## config.mk

```make
export PLATFORM = sky130hd
export DESIGN_NAME = mips_bus_arbiter
export DESIGN_NICKNAME = d
export VERILOG_FILES = /design/src/rtl/mips_bus_pkg.sv /design/src/rtl/mips_bus_arb_pick.sv /design/src/rtl/mips_bus_arbiter.sv
export SDC_FILE = /design/constraint.sdc
export NUM_CORES = 1
export LEC_CHECK = 0
export CAP_MARGIN = 20
export CELL_PAD_IN_SITES_DETAIL_PLACEMENT = 1
export CELL_PAD_IN_SITES_GLOBAL_PLACEMENT = 1
export CORE_AREA = 2 2 127 129
export DETAILED_ROUTE_END_ITERATION = 7
export DIE_AREA = 0 0 129 131
export PLACE_DENSITY = 0.8
export SYNTH_ARGS = -nofsm -noshare
export SYNTH_HDL_FRONTEND = slang
export SYNTH_HIERARCHICAL = 1
export SYNTH_SLANG_ARGS = --single-unit
export TNS_END_PERCENT = 50
```

## constraint.sdc

```tcl
create_clock -name clk -period 1.8 [get_ports clk]
set_input_delay 0.36 -clock clk [delete_from_list [all_inputs] [get_ports clk]]
set_output_delay 0.36 -clock clk [all_outputs]
set_load 0.05 [all_outputs]
```

## src/rtl/mips_bus_pkg.sv

```systemverilog
// ============================================================================
//  Module      : mips_bus_pkg
//  Description : Shared types and constants for the CPU bus arbiter.
//                The arbiter state is encoded so that the state register
//                value is directly the one-hot grant vector
//                (00 = idle, 01 = instruction port, 10 = data port).
//  Revision    : 1.0 - initial release
// ============================================================================
`default_nettype none

package mips_bus_pkg;

    typedef enum logic [1:0] {
        IDLE  = 2'b00,
        GNT_I = 2'b01,
        GNT_D = 2'b10
    } arb_state_t;

    localparam logic [1:0] GRANT_NONE = 2'b00;
    localparam logic [1:0] GRANT_I    = 2'b01;
    localparam logic [1:0] GRANT_D    = 2'b10;

    localparam logic [3:0] BE_WORD    = 4'hF;

    // Encoding of the last_grant bit (who completed most recently).
    localparam logic       LAST_I     = 1'b0;
    localparam logic       LAST_D     = 1'b1;

endpackage : mips_bus_pkg

`default_nettype wire

```

## src/rtl/mips_bus_arb_pick.sv

```systemverilog
// ============================================================================
//  Module      : mips_bus_arb_pick
//  Description : Combinational winner select for the bus arbiter.
//                When both ports are pending, round-robin mode picks the
//                port opposite the last completed grant; fixed mode picks D.
//  Ports       : i_pending_i  - instruction port has a request
//                d_pending_i  - data port has a request
//                last_grant_i - LAST_I / LAST_D, most recent completion
//                pick_o       - one-hot winner (GRANT_NONE when nobody asks)
//  Revision    : 1.0 - initial release
// ============================================================================
`default_nettype none

module mips_bus_arb_pick
    import mips_bus_pkg::*;
#(
    parameter int ROUND_ROBIN = 1
) (
    input  logic       i_pending_i,
    input  logic       d_pending_i,
    input  logic       last_grant_i,
    output logic [1:0] pick_o
);

    always_comb begin
        pick_o = GRANT_NONE;
        if (i_pending_i && d_pending_i) begin
            if (ROUND_ROBIN != 0) begin
                pick_o = (last_grant_i == LAST_D) ? GRANT_I : GRANT_D;
            end else begin
                pick_o = GRANT_D;
            end
        end else if (i_pending_i) begin
            pick_o = GRANT_I;
        end else if (d_pending_i) begin
            pick_o = GRANT_D;
        end
    end

endmodule : mips_bus_arb_pick

`default_nettype wire

```

## src/rtl/mips_bus_arbiter.sv

```systemverilog
// ============================================================================
//  Module      : mips_bus_arbiter
//  Description : Shares one Avalon-MM master port between the instruction
//                fetch (read-only) and data load/store requesters. One port
//                is granted at a time; the grant is held until the transfer
//                completes (command high, bus waitrequest low) or the
//                requester drops its command. A stall counter flags a sticky
//                bus_error after TIMEOUT_CYCLES stalled cycles in one grant.
//  Ports       : clk, reset (async, active-low)
//                i_*        - instruction requester (address/read in,
//                             waitrequest/readdata out)
//                d_*        - data requester (address/read/write/writedata/
//                             byteenable in, waitrequest/readdata out)
//                address/read/write/writedata/byteenable - bus command out
//                waitrequest/readdata                    - bus response in
//                grant      - registered one-hot grant (bit0 I, bit1 D)
//                bus_error  - sticky timeout flag
//  Revision    : 1.0 - initial release
// ============================================================================
`default_nettype none

module mips_bus_arbiter
    import mips_bus_pkg::*;
#(
    parameter int ROUND_ROBIN    = 1,
    parameter int TIMEOUT_CYCLES = 1024
) (
    input  logic        clk,
    input  logic        reset,
    // instruction fetch requester
    input  logic [31:0] i_address,
    input  logic        i_read,
    output logic        i_waitrequest,
    output logic [31:0] i_readdata,
    // data load/store requester
    input  logic [31:0] d_address,
    input  logic        d_read,
    input  logic        d_write,
    input  logic [31:0] d_writedata,
    input  logic [3:0]  d_byteenable,
    output logic        d_waitrequest,
    output logic [31:0] d_readdata,
    // shared bus master
    output logic [31:0] address,
    output logic        read,
    output logic        write,
    output logic [31:0] writedata,
    output logic [3:0]  byteenable,
    input  logic        waitrequest,
    input  logic [31:0] readdata,
    // status
    output logic [1:0]  grant,
    output logic        bus_error
);

    localparam int              CNT_W   = $clog2(TIMEOUT_CYCLES + 1);
    localparam logic [CNT_W-1:0] CNT_MAX = CNT_W'(TIMEOUT_CYCLES);
    localparam logic [CNT_W-1:0] CNT_ONE = CNT_W'(1);

    arb_state_t       state_q, state_d;
    logic             last_grant_q, last_grant_d;
    logic [CNT_W-1:0] cnt_q, cnt_d;
    logic             bus_error_q, bus_error_d;

    logic             w_i_pending;
    logic             w_d_pending;
    logic [1:0]       w_pick;

    assign w_i_pending = i_read;
    assign w_d_pending = d_read | d_write;

    mips_bus_arb_pick #(
        .ROUND_ROBIN (ROUND_ROBIN)
    ) u_pick (
        .i_pending_i  (w_i_pending),
        .d_pending_i  (w_d_pending),
        .last_grant_i (last_grant_q),
        .pick_o       (w_pick)
    );

    // ------------------------------------------------------------------
    // State register
    // ------------------------------------------------------------------
    always_ff @(posedge clk or negedge reset) begin
        if (!reset) begin
            state_q      <= IDLE;
            last_grant_q <= LAST_D;
            cnt_q        <= '0;
            bus_error_q  <= 1'b0;
        end else begin
            state_q      <= state_d;
            last_grant_q <= last_grant_d;
            cnt_q        <= cnt_d;
            bus_error_q  <= bus_error_d;
        end
    end

    // ------------------------------------------------------------------
    // Next-state logic
    // ------------------------------------------------------------------
    always_comb begin
        state_d      = state_q;
        last_grant_d = last_grant_q;
        cnt_d        = cnt_q;
        bus_error_d  = bus_error_q;

        case (state_q)
            IDLE: begin
                cnt_d = '0;
                if (w_pick == GRANT_I) begin
                    state_d = GNT_I;
                end else if (w_pick == GRANT_D) begin
                    state_d = GNT_D;
                end
            end

            GNT_I: begin
                if (!w_i_pending) begin
                    // Requester withdrew: release without a completion.
                    state_d = IDLE;
                    cnt_d   = '0;
                end else if (!waitrequest) begin
                    last_grant_d = LAST_I;
                    cnt_d        = '0;
                    state_d      = w_d_pending ? GNT_D : IDLE;
                end else if (cnt_q != CNT_MAX) begin
                    cnt_d = cnt_q + CNT_ONE;
                end
            end

            GNT_D: begin
                if (!w_d_pending) begin
                    state_d = IDLE;
                    cnt_d   = '0;
                end else if (!waitrequest) begin
                    last_grant_d = LAST_D;
                    cnt_d        = '0;
                    state_d      = w_i_pending ? GNT_I : IDLE;
                end else if (cnt_q != CNT_MAX) begin
                    cnt_d = cnt_q + CNT_ONE;
                end
            end

            default: begin
                state_d = IDLE;
                cnt_d   = '0;
            end
        endcase

        // The flag rises on the edge where the counter reaches the limit;
        // the grant itself is intentionally kept.
        if (cnt_d == CNT_MAX) begin
            bus_error_d = 1'b1;
        end
    end

    // ------------------------------------------------------------------
    // Command / response mux (purely from registered state, so an
    // asynchronous reset zeroes the bus immediately)
    // ------------------------------------------------------------------
    always_comb begin
        address       = '0;
        read          = 1'b0;
        write         = 1'b0;
        writedata     = '0;
        byteenable    = '0;
        i_waitrequest = 1'b1;
        i_readdata    = '0;
        d_waitrequest = 1'b1;
        d_readdata    = '0;

        case (state_q)
            GNT_I: begin
                address       = i_address;
                read          = i_read;
                byteenable    = BE_WORD;
                i_waitrequest = waitrequest;
                i_readdata    = readdata;
            end
            GNT_D: begin
                address       = d_address;
                // simultaneous read+write is treated as a write
                read          = d_read & ~d_write;
                write         = d_write;
                writedata     = d_writedata;
                byteenable    = d_byteenable;
                d_waitrequest = waitrequest;
                d_readdata    = readdata;
            end
            default: ;
        endcase
    end

    assign grant     = state_q;
    assign bus_error = bus_error_q;

endmodule : mips_bus_arbiter

`default_nettype wire

```

==> run_results.csv <==
group,metric,value,unit
timing,setup_tns,-31.49,ns
global_route,antenna_found_initial,2,
timing,tightest_slew,0.3931,ns
route,postRouteAntennaNets,0,
synthesis,syn_inst,314,
worst_setup_path,critical_path_class,"register to primary output",
clock_tree,worstSkewPairLatency,0.24,ns
power_and_ir_drop,ir_drop,536.8,uV
power_and_ir_drop,seq_power_share,0.033,
placed_design,portBuffers,276,
synthesis,syn_area_per_cell,7.312,um2
die,io_pins,277,
outcome,violations,"setup timing",
synthesis,edf_count,0,
outcome,status,"finished, violations left",
die,fp-row-count,46,
timing,fin_ws,-0.3430,ns
synthesis,ys_top_logic_family,"simple AND/OR/NAND/NOR gates",
layout,syn2layout_area_growth,247.4,%
timing,setup_viol,142,
synthesis,ys_seq_frac,0.1640,
timing,rsz0062_at_grt,"yes",
synthesis,synth-main-ff-cell,"dfrtp_1",
worst_setup_path,arrival,1.78,ns
synthesis,ys_sh_mux,0.01853,
power_and_ir_drop,p_leak,3.236,nW
synthesis,syn-num-nets,459,
[kinds of logic after synthesis]
family | count (synthesis)
mux | 4
compound gates | 62
simple gates | 182
xor+xnor | 8
flops | 15
buf+inv | 36
fa+ha+maj | 7
[worst max path at each step]
stage | slack [ns] | start | depth (start not counted) | end
2_1_floorplan | -0.21 | grant[1] | 6 | address[15]
3_3_place_gp | -0.48 | d_write | 7 | grant[0]
3_5_place_dp | -0.61 | d_write | 6 | grant[1]
4_1_cts | -0.24 | grant[0] | 7 | address[25]
5_1_grt | -0.37 | grant[0] | 7 | address[9]
6_report | -0.34 | grant[0] | 6 | address[9]
[registers in the layout (all words and copies together), names as in the netlist]
name          count
cnt_q            11
last_grant_q      1
bus_error         1
grant             2
[layer usage]
layer	track usage	part of all wire	routed length, um	vias up
li1	-	-	-	1646
met1	0.2196	0.33	7031	1882
met2	0.4295	0.56	12040	185
met3	0.05660	0.065	1400	52
met4	0.1100	0.045	976	0
met5	0	0	0	-
[worst register-to-register path: cells and delay by family, from the launching register on]
kind	cells	cell delay, ns
AND-OR/OR-AND	3	0.66
flip-flops	1	0.44
buffers and inverters	3	0.36
adder cells (fa/ha/maj)	1	0.36
[per-stage QoR]
stage / area [um2] / setup WS, ns
global route: 7975 / -0.3651
CTS: 7868 / -0.2359
detailed placement: 7223 / -0.6096
floorplan: 2815 / -0.2066
global placement: 7223 / -0.4846
finish: 7975 / -0.3430
[power groups by stage]
stage | clock network [mW] | registers, mW | logic (mW)
2_1_floorplan | 0 | 0.485 | 5.77
3_3_place_gp | 0 | 0.428 | 10.5
3_5_place_dp | 0 | 0.433 | 10.7
4_1_cts | 0.438 | 0.435 | 12.1
5_1_grt | 0.457 | 0.449 | 12.9
6_report | 0.434 | 0.445 | 12.6
[what timing repair did]
action / in CTS / in global routing
endpoints found under the hold margin: 0 / 0
hold buffers: 0 / 0
cloned: 7 / 4
endpoints found under the setup margin: 139 / 145
buffers inserted: 8 / 5
gates resized: 87 / 25
pin swaps: 9 / 8
[cell usage in the layout (no fill, tap or decap), types with 2 or more instances in the layout]
| master | n |
|---|---|
| nand2b_1 | 4 |
| and2_4 | 95 |
| o31ai_1 | 2 |
| ha_4 | 3 |
| buf_16 | 4 |
| xnor2_1 | 5 |
| dfrtp_2 | 2 |
| and2_1 | 2 |
| buf_12 | 146 |
| nand3b_1 | 2 |
| nor3_1 | 5 |
| nor2_1 | 15 |
| dfrtp_1 | 12 |
| diode_2 | 2 |
| a22oi_2 | 28 |
| a21boi_2 | 2 |
| nor2b_4 | 36 |
| nand3_1 | 3 |
| nand2_1 | 6 |
| o21ai_0 | 3 |
| mux2_2 | 2 |
| a22oi_1 | 6 |
| xor2_1 | 3 |
| clkbuf_16 | 6 |
| ha_1 | 4 |
| a21oi_1 | 8 |
| o21a_1 | 2 |
| nand3_2 | 2 |
| mux2i_1 | 2 |
| inv_1 | 6 |
| clkdlybuf4s50_1 | 136 |
| buf_4 | 22 |
| buf_6 | 6 |
| inv_4 | 2 |
[final cells by class]
cell class	instances	share of cell area
diodes	2	0.0006275
multi-input cells	263	0.3111
clock buffers	4	0.009884
flip-flops and latches	15	0.04754
repair buffers	319	0.5926
well taps	216	0.03389
inverters	8	0.004393
Fig. 1: gate families picked out
(4 px per um)
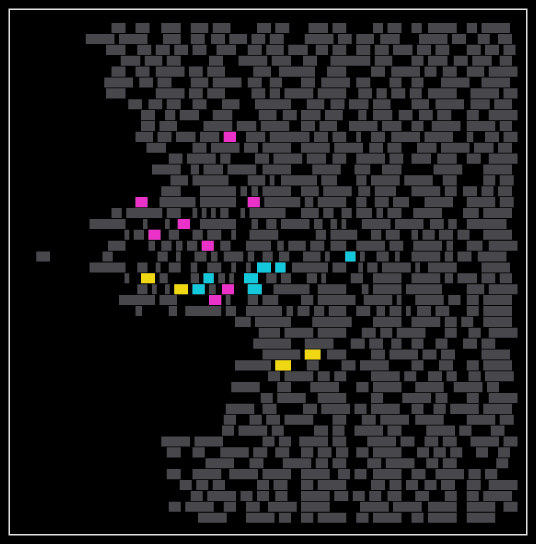
Yellow shows mux cells, cells 4, where centre. Cyan shows non-inverting ao/oa cells, cells 7, where centre. Magenta shows xor and xnor cells, cells 8, where centre.

Fig. 2: the metal 1 layer
(3 px per um) Supply wires on this layer in grey.
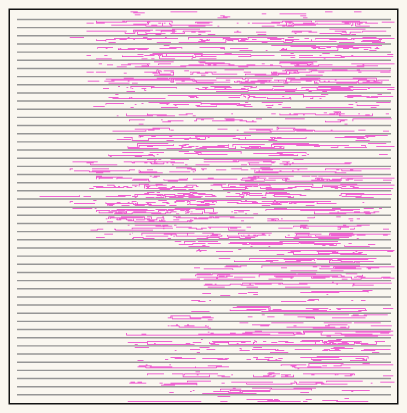
The layer holds 33% of the routed length. 647 nets have wire on it. The longest straight run is 56.1 um. The layer carries 7030 um of wire.

Fig. 3: routing congestion map
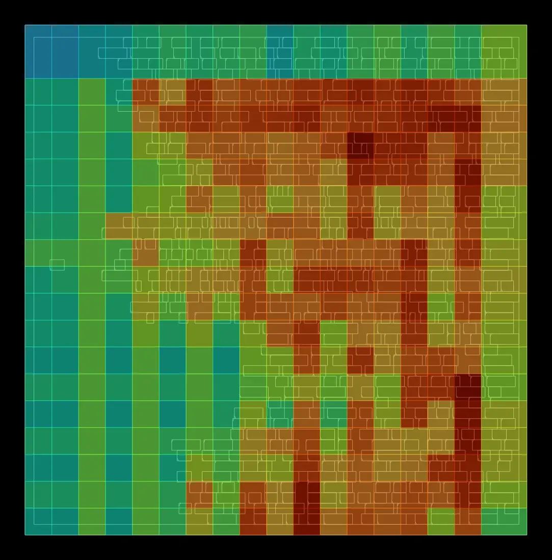
GR Util met3: 0.05660
met1 track demand over resource: 0.2196

Fig. 4: close-up of the layout
Region (50, 77) to (80, 107) um. Cells in grey, sequential cells in the stronger grey; small squares are vias.
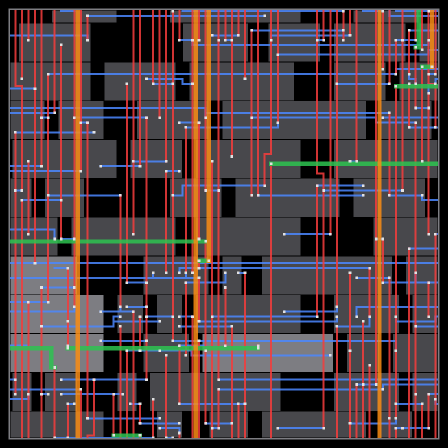
Blue shows M1. Red shows M2. Green shows M3. Orange shows M4.
Most frequent: buf_12 (11), nor2b_4 (6), clkdlybuf4s50_1 (5). Sequential cells in the window: 4. 50 logic cells have their middle in the window. Netlist names of flops here include cnt_q (4).

Fig. 5: wiring by layer
(3 px per um) Only two layers are drawn.
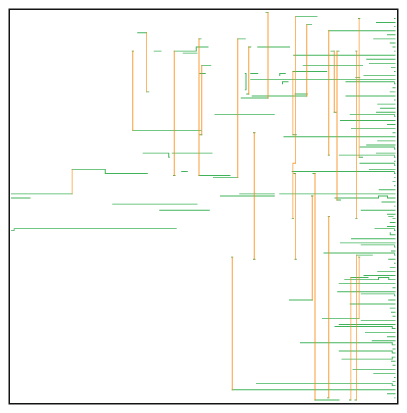
Orange shows M4, wire length 977 um. Green shows M3, wire length 1400 um.

Power and IR drop assume default switching activity.
